Figure 1. Sequential cells coloured by netlist name (run 1).
Other sequential cells in the stronger grey, the rest of the logic in the fainter grey.
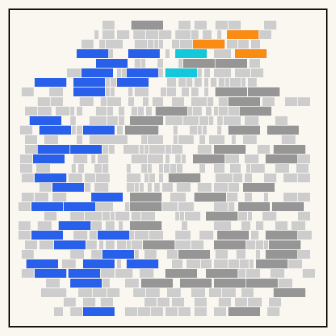
Figure 2. Local utilization (run 1).
9 x 9 tiles, from white (low) to dark blue (high), 0 to 100% covered.
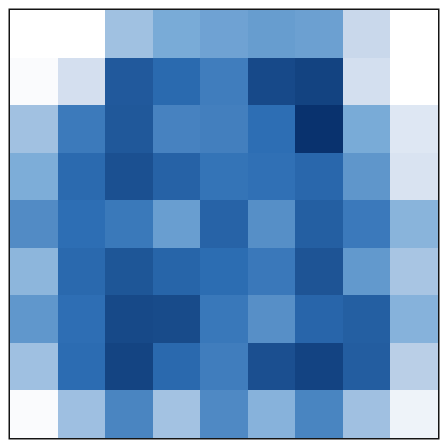
Figure 3. The metal 2 layer (run 1).
Cells faint in the background.
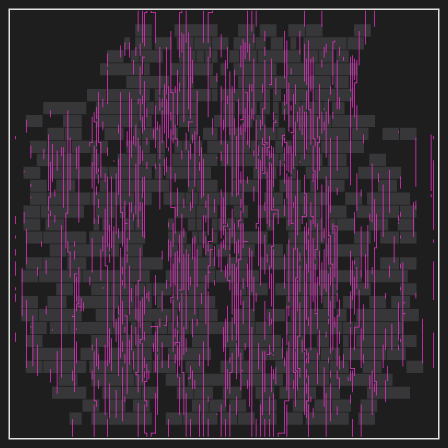
`config.mk`:
```
export PLATFORM = sky130hd
export DESIGN_NAME = wide_comparator_sequencer
export DESIGN_NICKNAME = d
export VERILOG_FILES = /design/src/rtl/wide_comparator_sequencer.sv
export SDC_FILE = /design/constraint.sdc
export NUM_CORES = 1
export LEC_CHECK = 0
export CORE_MARGIN = 2
export CORE_UTILIZATION = 51
export DETAILED_ROUTE_END_ITERATION = 12
export GPL_TIMING_DRIVEN = 0
export PLACE_DENSITY = 0.79
export SETUP_SLACK_MARGIN = 0.05
export SYNTH_ARGS = -nofsm -noshare
export SYNTH_HDL_FRONTEND = slang
export SYNTH_HIERARCHICAL = 1
export SYNTH_SLANG_ARGS = --single-unit
```
`constraint.sdc`:
```
create_clock -name clk -period 4.7 [get_ports clk]
set_clock_uncertainty 0.2 [all_clocks]
set_input_delay 1.41 -clock clk [delete_from_list [all_inputs] [get_ports clk]]
set_output_delay 1.41 -clock clk [all_outputs]
set_load 0.1 [all_outputs]
```
`src/rtl/wide_comparator_sequencer.sv`:
```
// Byte-serial wide magnitude comparator: latches two NBYTES-byte operands and
// walks them MSB byte first through a single shared 8-bit comparator.

module eight_bit_comparator (
  input  logic [7:0] a,
  input  logic [7:0] b,
  input  logic       lt_in,
  input  logic       eq_in,
  input  logic       gt_in,
  output logic       lt,
  output logic       eq,
  output logic       gt
);

  always_comb begin
    lt = lt_in;
    eq = eq_in;
    gt = gt_in;
    if (a < b) begin
      lt = 1'b1;
      eq = 1'b0;
      gt = 1'b0;
    end else if (a > b) begin
      lt = 1'b0;
      eq = 1'b0;
      gt = 1'b1;
    end
  end

endmodule

module wide_comparator_sequencer #(
  parameter int NBYTES = 4,
  parameter int CW     = $clog2(NBYTES + 1)
) (
  input  logic                clk,
  input  logic                rstn,
  input  logic                start,
  input  logic                signed_cmp,
  input  logic [8*NBYTES-1:0] a,
  input  logic [8*NBYTES-1:0] b,
  output logic                busy,
  output logic                done,
  output logic                lt,
  output logic                eq,
  output logic                gt,
  output logic [CW-1:0]       ncmp
);

  localparam int W  = 8 * NBYTES;
  localparam int IW = (NBYTES > 1) ? $clog2(NBYTES) : 1;
  localparam logic [IW-1:0] IDX_TOP = IW'(NBYTES - 1);

  localparam logic [1:0] S_IDLE = 2'd0;
  localparam logic [1:0] S_CMP  = 2'd1;
  localparam logic [1:0] S_DONE = 2'd2;

  logic [1:0]    state_q, state_d;
  logic [W-1:0]  a_q, a_d;
  logic [W-1:0]  b_q, b_d;
  logic          sgn_q, sgn_d;
  logic [IW-1:0] idx_q, idx_d;
  logic [CW-1:0] cnt_q, cnt_d;
  logic          lt_q, lt_d;
  logic          eq_q, eq_d;
  logic          gt_q, gt_d;
  logic [CW-1:0] ncmp_q, ncmp_d;

  logic [7:0] byte_a, byte_b;
  logic       c_lt, c_eq, c_gt;

  // Flipping the sign bit of the top byte maps two's complement onto unsigned order.
  always_comb begin
    byte_a = '0;
    byte_b = '0;
    for (int unsigned i = 0; i < NBYTES; i++) begin
      if (idx_q == IW'(i)) begin
        byte_a = a_q[8*i +: 8];
        byte_b = b_q[8*i +: 8];
      end
    end
    if (sgn_q && (idx_q == IDX_TOP)) begin
      byte_a[7] = ~byte_a[7];
      byte_b[7] = ~byte_b[7];
    end
  end

  eight_bit_comparator u_cmp (
    .a     (byte_a),
    .b     (byte_b),
    .lt_in (1'b0),
    .eq_in (1'b1),
    .gt_in (1'b0),
    .lt    (c_lt),
    .eq    (c_eq),
    .gt    (c_gt)
  );

  always_comb begin
    state_d = state_q;
    a_d     = a_q;
    b_d     = b_q;
    sgn_d   = sgn_q;
    idx_d   = idx_q;
    cnt_d   = cnt_q;
    lt_d    = lt_q;
    eq_d    = eq_q;
    gt_d    = gt_q;
    ncmp_d  = ncmp_q;
    case (state_q)
      S_IDLE: begin
        if (start) begin
          a_d     = a;
          b_d     = b;
          sgn_d   = signed_cmp;
          idx_d   = IDX_TOP;
          cnt_d   = '0;
          state_d = S_CMP;
        end
      end
      S_CMP: begin
        cnt_d = cnt_q + CW'(1);
        if (!c_eq) begin
          lt_d    = c_lt;
          eq_d    = 1'b0;
          gt_d    = c_gt;
          ncmp_d  = cnt_q + CW'(1);
          state_d = S_DONE;
        end else if (idx_q == '0) begin
          lt_d    = 1'b0;
          eq_d    = 1'b1;
          gt_d    = 1'b0;
          ncmp_d  = CW'(NBYTES);
          state_d = S_DONE;
        end else begin
          idx_d = idx_q - IW'(1);
        end
      end
      S_DONE:  state_d = S_IDLE;
      default: state_d = S_IDLE;
    endcase
  end

  always_ff @(posedge clk or negedge rstn) begin
    if (!rstn) begin
      state_q <= S_IDLE;
      a_q     <= '0;
      b_q     <= '0;
      sgn_q   <= 1'b0;
      idx_q   <= IDX_TOP;
      cnt_q   <= '0;
      lt_q    <= 1'b0;
      eq_q    <= 1'b0;
      gt_q    <= 1'b0;
      ncmp_q  <= '0;
    end else begin
      state_q <= state_d;
      a_q     <= a_d;
      b_q     <= b_d;
      sgn_q   <= sgn_d;
      idx_q   <= idx_d;
      cnt_q   <= cnt_d;
      lt_q    <= lt_d;
      eq_q    <= eq_d;
      gt_q    <= gt_d;
      ncmp_q  <= ncmp_d;
    end
  end

  assign busy = (state_q != S_IDLE);
  assign done = (state_q == S_DONE);
  assign lt   = lt_q;
  assign eq   = eq_q;
  assign gt   = gt_q;
  assign ncmp = ncmp_q;

endmodule

```
==> results.txt, run 1 <==
Reports from this run.

- The share of layout cells above drive strength 1 reads between 10% and 20%.
- The cell type of the slowest stage on the worst timing path is nor4bb_1.
- After clock tree synthesis, the clock-pin slew on the worst setup and hold paths is around 0.070 ns.
- The slew at the pin with the worst max-slew slack is just under 1 ns.
- The post-layout worst setup margin is 0.673 ns.
- The initial DRC count reads about 170.
- The biggest combinational cell group after synthesis is multiplexers.
- The power consumed by the clock network reads just over 500 uW.
- The hold-critical path depth is 1.
- In this run the layout overhead on the synthesized area is reported as 29.1%.
- The group with the largest share of power reads registers.
- The cell-mix breakdown from Yosys lists the adder-cell area share as about 4.6%.
- The achievable clock frequency reads 248 MHz.
- The global-route wire length before repair reads roughly 14000 um.
- The total setup buffers inserted after CTS is 0.
- In this run the number of cells on the critical path is 13.
- The total negative slack for setup checks reads 0 ns.
- The remaining design rule violation count reads 0.
- The sequential group power reads about 960 uW.
- The floorplan row count reads 31.
- The relative slew slack reads between 30 and 40%.
- The H-tree was split into 3 levels.
- The worst-case clock buffer depth reads 2.
- The number of storage elements in the synthesis netlist is 78.
- The area of the core region is between 7000 and 8000 um2.
- The sequential power share reads 42.8%.
- The launch point of the worst hold path reads ncmp[0]$_DFFE_PN0P_.
- The number of warning messages in the logs is 30.
- The required time at the worst-slack endpoint is roughly 4.8 ns.
- The first-pass iteration count of the detailed router reads 4.
- The kind of cell adding the most delay to the critical path is simple AND/OR/NAND/NOR gates.
- The analysis reports a worst IR drop on VDD of about 0.22 mV.
- Yosys reports the multiplexer fraction of the synthesized area as 17.9%.
- Overall power consumption after layout is estimated at 2.25 mW.
- Total power normalized to cell area comes to 462 nW/um2.
- The average detailed-routed wire length per instance reads ~17 um.
- The run finished with clean final reports.
- The number of vias per cell after detailed routing reads between 5 and 6.
- The basic-gate share of the synthesized area counting and, or, nand and nor cells reads a little under 8%.
- The post-route core utilization reads 67.5%.
- The largest fanout on the critical path is 10.
- The final-report setup violation count reads 0.
- In this run, power in combinational logic comes to about 780 uW.
- The horizontal die size reads ~90 um.
- The final-report hold violation count reads 0.
- The estimated wirelength of the detail-placed design reads about 6300 um.
- The internal portion of the total power is ~1.5 mW.
- The critical path startpoint category reads a flop.
- The insertion delay to the later sink of the worst-skew pair reads 0.36 ns.
- Per the synthesis report, the AND-OR/OR-AND share of the synthesized area is around 13%.
- Setup repair after global routing left no endpoint under its margin.
- The worst path buffer plus inverter count reads 2.
- The shortest clock period the worst path allows after layout reads between 4 and 5 ns.
- The worst setup path is captured at a flop.
- Synthesis produced 320 cells.
- The post-place instance area reads between 4000 and 5000 um2.
- The count of fill cells added during filler insertion reads 564.
- The cell sitting at the root of the clock tree is a clkbuf_8.
- The number of maximum-capacitance violations recorded for the run is 0.
- The dominant cell type by area after synthesis is dfrtp_1.
- The overall die height is 90.0 um.
- The net switching fraction of the power reads roughly 34%.
- The total global routing overflow is 0.
- The synthesis report lists the Yosys warning total as 6.
- In the floorplan report the effective utilization is between 50% and 60%.
- The final weighted congestion in routability-driven placement is a little over 0.8.
- The script extracted a net switching power of about 770 uW.
- The final net count is just under 500.
- The worst register-to-register path begins at idx_q[0]$_DFFE_PN1P_.
- The report lists the cells along the critical path as ha_1 -> clkbuf_1 -> a221oi_1 -> o31ai_1 -> inv_1 -> ha_1 -> nand4_1 -> nor2_1 -> nand2_1 -> a21oi_1 -> nor4bb_1 -> nor3_1 -> a21oi_1.
- The cts-stage hold buffer count is 0.
## Picture notes: Figure 1
legend:
  orange:
    name_in_the_netlist: ncmp
    placed_flops: 3
  blue:
    name_in_the_netlist: b_q
    placed_flops: 32
  cyan:
    name_in_the_netlist: state_q
    placed_flops: 2

## Picture notes: Figure 2
mean over tiles: 59%
nearly empty tiles: 4.9%
fullest tile: 99%
tiles over 75% full: 33%

## Picture notes: Figure 3
longest straight run: 34.3 um
nets with wire on the layer: 432
share of all routed wire: 49%
wire length on this layer: 4150 um
main direction: vertical
detailed-route wire length: 8500 um
global routing usage on met2: 37.6%
number of vias after detailed routing: 2776

==> run 1: Yosys cell counts <==
master,instances
a221oi_1,10
a22o_1,10
buf_4,1
o31ai_1,10
o21bai_1,1
or2_2,1
nor2_1,4
buf_2,7
a2bb2oi_1,1
nand4_2,1
conb_1,2
nor4bb_1,1
clkbuf_1,8
nand2b_1,2
ha_1,14
mux2_1,10
nand4_1,1
dfrtp_1,76
nand3b_1,1
nand2_1,27
o211ai_1,1
a21oi_1,19
a21o_1,3
mux2_2,49
nor3b_1,1
a211oi_2,1
nor3b_2,1
xnor2_1,1
buf_6,2
xor2_1,2
dfstp_2,2
mux2i_1,1
o21ai_0,14
inv_1,17
nor2b_1,14
nor3_1,4
==> run 1: through the flow <==
step                      hold WS [ns]  std cells
final                            0.285        512
after global routing             0.315        512
after CTS                        0.288        512
after detailed placement         0.271        496
after global placement           0.264        495
after floorplan                  0.258        321
==> run 1: final cells by class <==
type | instances | area (um2) | share of cell area, %
Buffer | 18 | 95.1 | 1.95
Clock buffer | 13 | 159 | 3.26
Clock inverter | 3 | 42.5 | 0.874
Inverter | 17 | 63.8 | 1.31
Multi-Input combinational cell | 208 | 1660 | 34.1
Sequential cell | 78 | 1950 | 40.2
Tap cell | 99 | 124 | 2.54
Timing Repair Buffer | 76 | 768 | 15.8
==> run 1: cells in the final DEF (no fill, tap or decap), types with 2 or more instances in the layout <==
cell	count
dfrtp_1	76
a221oi_1	10
buf_6	2
a21o_1	3
nor2_1	4
clkbuf_1	10
ha_1	14
mux2_1	10
o31ai_1	10
xor2_1	2
buf_4	2
mux2_2	49
conb_1	3
dfstp_2	2
a22o_1	10
nand2b_1	2
a21oi_1	19
clkdlybuf4s50_1	74
clkbuf_8	11
buf_2	7
nor3_1	4
o21ai_0	14
nor2b_1	14
inv_1	17
nand2_1	27
==> run 1: flip-flops by register name, summed over array words and instances (netlist names) <==
| register | count |
|---|---|
| a_q | 32 |
| state_q | 2 |
| b_q | 32 |
| cnt_q | 3 |
| gt | 1 |
| ncmp | 3 |
| sgn_q | 1 |
| idx_q | 2 |
| eq | 1 |
| lt | 1 |
==> run 1: worst paths after layout <==
path	endpoint	slack, ns
max	idx_q[1]$_DFFE_PN1P_	0.67
min reg2reg	ncmp[0]$_DFFE_PN0P_	0.29
min	ncmp[0]$_DFFE_PN0P_	0.29
max reg2reg	idx_q[1]$_DFFE_PN1P_	0.67
min in group asynchronous	b_q[29]$_DFFE_PN0P_	0.81
max in group asynchronous	idx_q[1]$_DFFE_PN1P_	2.83
==> run 1: worst reg2reg max path: cells and delay by family (launching register included) <==
| family | cells | cell delay, ns |
|---|---|---|
| flops | 1 | 0.57 |
| simple gates | 5 | 1.08 |
| fa+ha+maj | 2 | 0.56 |
| compound gates | 4 | 1.01 |
| buf+inv | 2 | 0.55 |
==> run 1: metal layers <==
layer	up-vias	share of wire, %	track usage [%]
met3	15	3.8	3.94
met2	63	49	37.6
met4	0	1.7	8.85
met5	-	0	0
li1	1307	-	-
met1	1391	46	29.8
Figure 4. M1 wires (run 1).
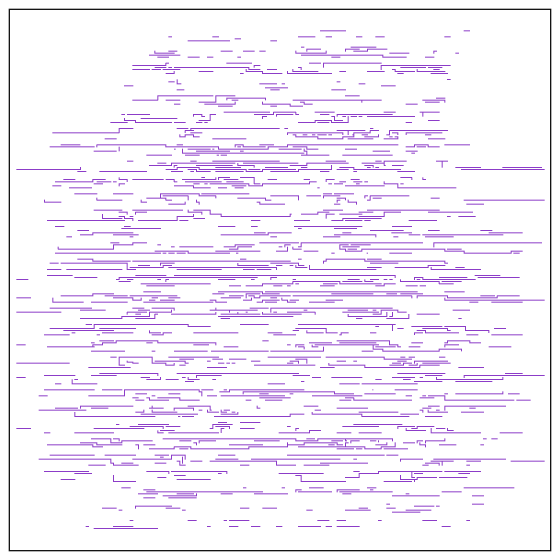

==> run 2, diff against run 1 <==
- CELL_PAD_IN_SITES_DETAIL_PLACEMENT: not set -> 1
- CELL_PAD_IN_SITES_GLOBAL_PLACEMENT: not set -> 2
- CORE_UTILIZATION: 51 -> 34
- PLACE_DENSITY: 0.79 -> not set
- PLACE_DENSITY_LB_ADDON: not set -> 0.1
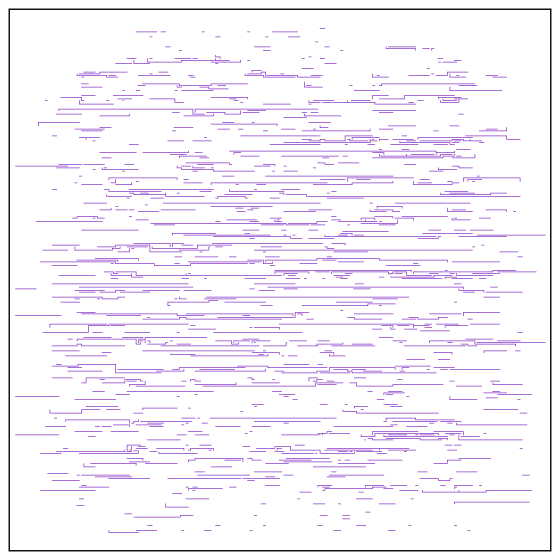
Figure 5: run 2, M1 wires.
main direction: horizontal
nets with wire on the layer: 426
routing usage on met1: 23.6%
detailed-route wire length: 9780 um

==> run 2 against run 1 <==
  * Fmax down 5.2%
  * Largest power group unchanged
  * Largest cell class unchanged
  * Global-route usage down 4.5 points
  * Sequential share of layout area is 0.83 points lower
  * Highest routed layer unchanged
  * Combinational power is 0.8% higher
==> results.txt, run 2 <==
Reports from this run.

- The cell count after placement reads 537 (was 496).
- The reported max-cap violation count came to 0 (unchanged).
- The worst-case clock buffer depth was 2 (unchanged).
- The start of the worst register-to-register path reads idx_q[0]$_DFFE_PN1P_ (unchanged).
- The end point of the worst hold path is ncmp[0]$_DFFE_PN0P_ (unchanged).
- The global-route wire length before repair reads 16100 um (was 14400 um).
- The hold-critical path depth is 1 (unchanged).
- The share of layout cells above drive strength 1 came to 20.1% (was 19.6%).
- The share of Yosys cell area claimed by the top area cell type is 50.4% (unchanged).
- The floorplan row count was 38 (was 31).
- The clock-pin slew on the worst setup and hold paths was 0.09 ns (was 0.07 ns).
- The kind of end point of the critical path reads a flop (unchanged).
- The launch point of the worst hold path is ncmp[0]$_DFFE_PN0P_ (unchanged).
- The share of async-settable or async-resettable flops after synthesis came to 100% (unchanged).
- The final-report hold violation count is 0 (unchanged).
- The number of vias per cell after detailed routing came to 4.96 (was 5.42).
- The setup slack of the worst register-to-register path was 0.45 ns (was 0.67 ns).
- The power per cell area reads 477 nW/um2 (was 462 nW/um2).
- The insertion delay to the later sink of the worst-skew pair is 0.37 ns (was 0.36 ns).
- The summed area of non-filler cells in the final layout was 4970 um2 (was 4870 um2).
- The most used routing layer is met2 (unchanged).
- The final instance count without filler cells came to 553 (was 512).
- The maximum VDD drop was 0.476 mV (was 0.224 mV).
- The first-pass iteration count of the detailed router is 4 (unchanged).
- The average detailed-routed wire length per instance came to 17.7 um (was 16.6 um).
- The post-route core utilization reads 45.8% (was 67.5%).
- The final weighted congestion in routability-driven placement reads 0.762 (was 0.807).
- The dominant cell type by area after synthesis reads dfrtp_1 (unchanged).
- The met3 demand-to-capacity share in global routing reads 3.79% (was 3.94%).
- Registers with the most flip-flops: a_q x32, b_q x32 (unchanged).
- The count of fill cells added during filler insertion is 1198 (was 564).
- The number of H-tree levels came to 3 (unchanged).
- The count of library flops with an enable pin is 0 (unchanged).
- The most frequent logic cell in the layout is dfrtp_1 (unchanged).
- The cts-stage hold buffer count was 0 (unchanged).
- The largest fanout on the critical path reads 10 (unchanged).
- The total global routing overflow reads 0 (unchanged).
- The slew at the pin with the worst max-slew slack came to 0.962 ns (was 0.977 ns).
- The layout overhead on the synthesized area came to 31.8% (was 29.1%).
- The kind of cell adding the most delay to the critical path is AND-OR/OR-AND gates (was simple AND/OR/NAND/NOR gates).
- The end of the worst register-to-register path is idx_q[0]$_DFFE_PN1P_ (was idx_q[1]$_DFFE_PN1P_).
- The I/O pin total reads 76 (unchanged).
- The logic area reads 1660 um2 (unchanged).
- The final hold slack reads 0.295 ns (was 0.285 ns).
- The required time at the worst-slack endpoint was 4.80 ns (was 4.78 ns).
- The relative slew slack is 35.6% (was 34.6%).
- The total setup buffers inserted after CTS reads 0 (unchanged).
- Worst-path cell chain: ha_1 -> clkbuf_1 -> a221oi_1 -> o31ai_1 -> inv_1 -> ha_1 -> nor2b_1 -> o211ai_1 -> a21o_1 -> a21oi_1 -> nor4bb_1 -> nor3_1 -> a21oi_1 (was ha_1 -> clkbuf_1 -> a221oi_1 -> o31ai_1 -> inv_1 -> ha_1 -> nand4_1 -> nor2_1 -> nand2_1 -> a21oi_1 -> nor4bb_1 -> nor3_1 -> a21oi_1).
- The overall die height is 109 um (was 90.0 um).
- The post-place instance area was 4720 um2 (was 4670 um2).
- The classification of the worst-slack hold path is reg2reg (unchanged).
- The internal power of the cells reads 1.56 mW (was 1.48 mW).
- Dominant logic cell types in the final layout: dfrtp_1 (76), clkdlybuf4s50_1 (74), mux2_2 (49) (unchanged).
- The estimated wirelength of the detail-placed design came to 7310 um (was 6280 um).
- The area used by sequential logic in the layout reads 1950 um2 (unchanged).
- Result of the run: finished, final reports clean (unchanged).
- The sequential power share is 40.6% (was 42.8%).
- The horizontal die size was 109 um (was 90.0 um).
- The remaining design rule violation count is 0 (unchanged).
- Top cells by instance count after synthesis: dfrtp_1 (76), mux2_2 (49), nand2_1 (27) (unchanged).
- The initial DRC count is 72 (was 165).
- The worst path buffer plus inverter count reads 2 (unchanged).
- Setup repair after global routing missed its margin: false (unchanged).
- The final-report setup violation count is 0 (unchanged).
- The most frequent cell after synthesis is dfrtp_1 (unchanged).
- The number of warnings reported in the yosys synthesis log is 6 (unchanged).
- The final net count is 490 (unchanged).
- The shortest clock period the worst path allows after layout is 4.25 ns (was 4.03 ns).
- The number of storage elements in the synthesis netlist came to 78 (unchanged).
- The cell at the root of the clock tree reads clkbuf_8 (unchanged).
- The met2 routing resource usage after global routing is 30.3% (was 37.6%).
- The area of the core region is 10800 um2 (was 7210 um2).
- The achievable clock frequency is 235 MHz (was 248 MHz).
- The critical path startpoint category reads a flop (unchanged).
- The synthesized instance count is 320 (unchanged).
- The cell type of the slowest stage on the worst timing path is nor4bb_1 (unchanged).
run 2: worst max path at each step:
stage / startpoint / endpoint / slack (ns) / depth (start not counted)
after CTS: idx_q[0]$_DFFE_PN1P_ / idx_q[1]$_DFFE_PN1P_ / 0.48 / 13
after global routing: idx_q[0]$_DFFE_PN1P_ / idx_q[1]$_DFFE_PN1P_ / 0.09 / 13
after detailed placement: idx_q[0]$_DFFE_PN1P_ / idx_q[0]$_DFFE_PN1P_ / 0.52 / 13
after floorplan: state_q[1]$_DFFE_PN0P_ / done / 1.33 / 1
after global placement: rstn / b_q[2]$_DFFE_PN0P_ / -0.96 / 1
final: idx_q[0]$_DFFE_PN1P_ / idx_q[0]$_DFFE_PN1P_ / 0.45 / 13
run 2: final cells by class:
| cell class | instances | area share, % |
|---|---|---|
| multi-input cells | 208 | 33.4 |
| clock buffers | 9 | 2.49 |
| well taps | 140 | 3.52 |
| repair buffers | 76 | 15.6 |
| plain buffers | 18 | 1.91 |
| clock inverters | 7 | 2.44 |
| inverters | 17 | 1.28 |
| flip-flops and latches | 78 | 39.3 |
run 2: per-layer routing:
metal	vias to the layer above	part of all wire [%]
met1	1372	47
li1	1306	-
met3	10	4.1
met5	-	0
met2	57	48
met4	0	1.4
run 2: stage by stage:
step	worst slack, ns	TNS (ns)	total power [mW]
after floorplan	1.33	0	1.51
after global placement	-0.960	-72.58	1.74
after detailed placement	0.518	0	1.77
after CTS	0.479	0	2.40
after global routing	0.0858	0	2.51
final	0.454	0	2.37
run 2: kinds of logic after synthesis:
| group | count (synthesis) | synth area share (%) |
|---|---|---|
| compound gates | 70 | 12.6 |
| xor+xnor | 3 | 0.697 |
| fa+ha+maj | 14 | 4.65 |
| buf+inv | 35 | 4.22 |
| flops | 78 | 51.8 |
| mux | 60 | 17.9 |
| other cells | 2 | 0.199 |
| simple gates | 58 | 7.93 |
run 2: power by group through the flow:
stage / Sequential (mW) / Combinational (mW) / Clock [mW]
after floorplan: 1.10 / 0.414 / 0
after global placement: 0.969 / 0.771 / 0
after detailed placement: 0.978 / 0.790 / 0
after CTS: 0.965 / 0.793 / 0.641
after global routing: 0.990 / 0.855 / 0.665
final: 0.962 / 0.781 / 0.626
No activity file was given, so power comes from the tool's default toggle rates.
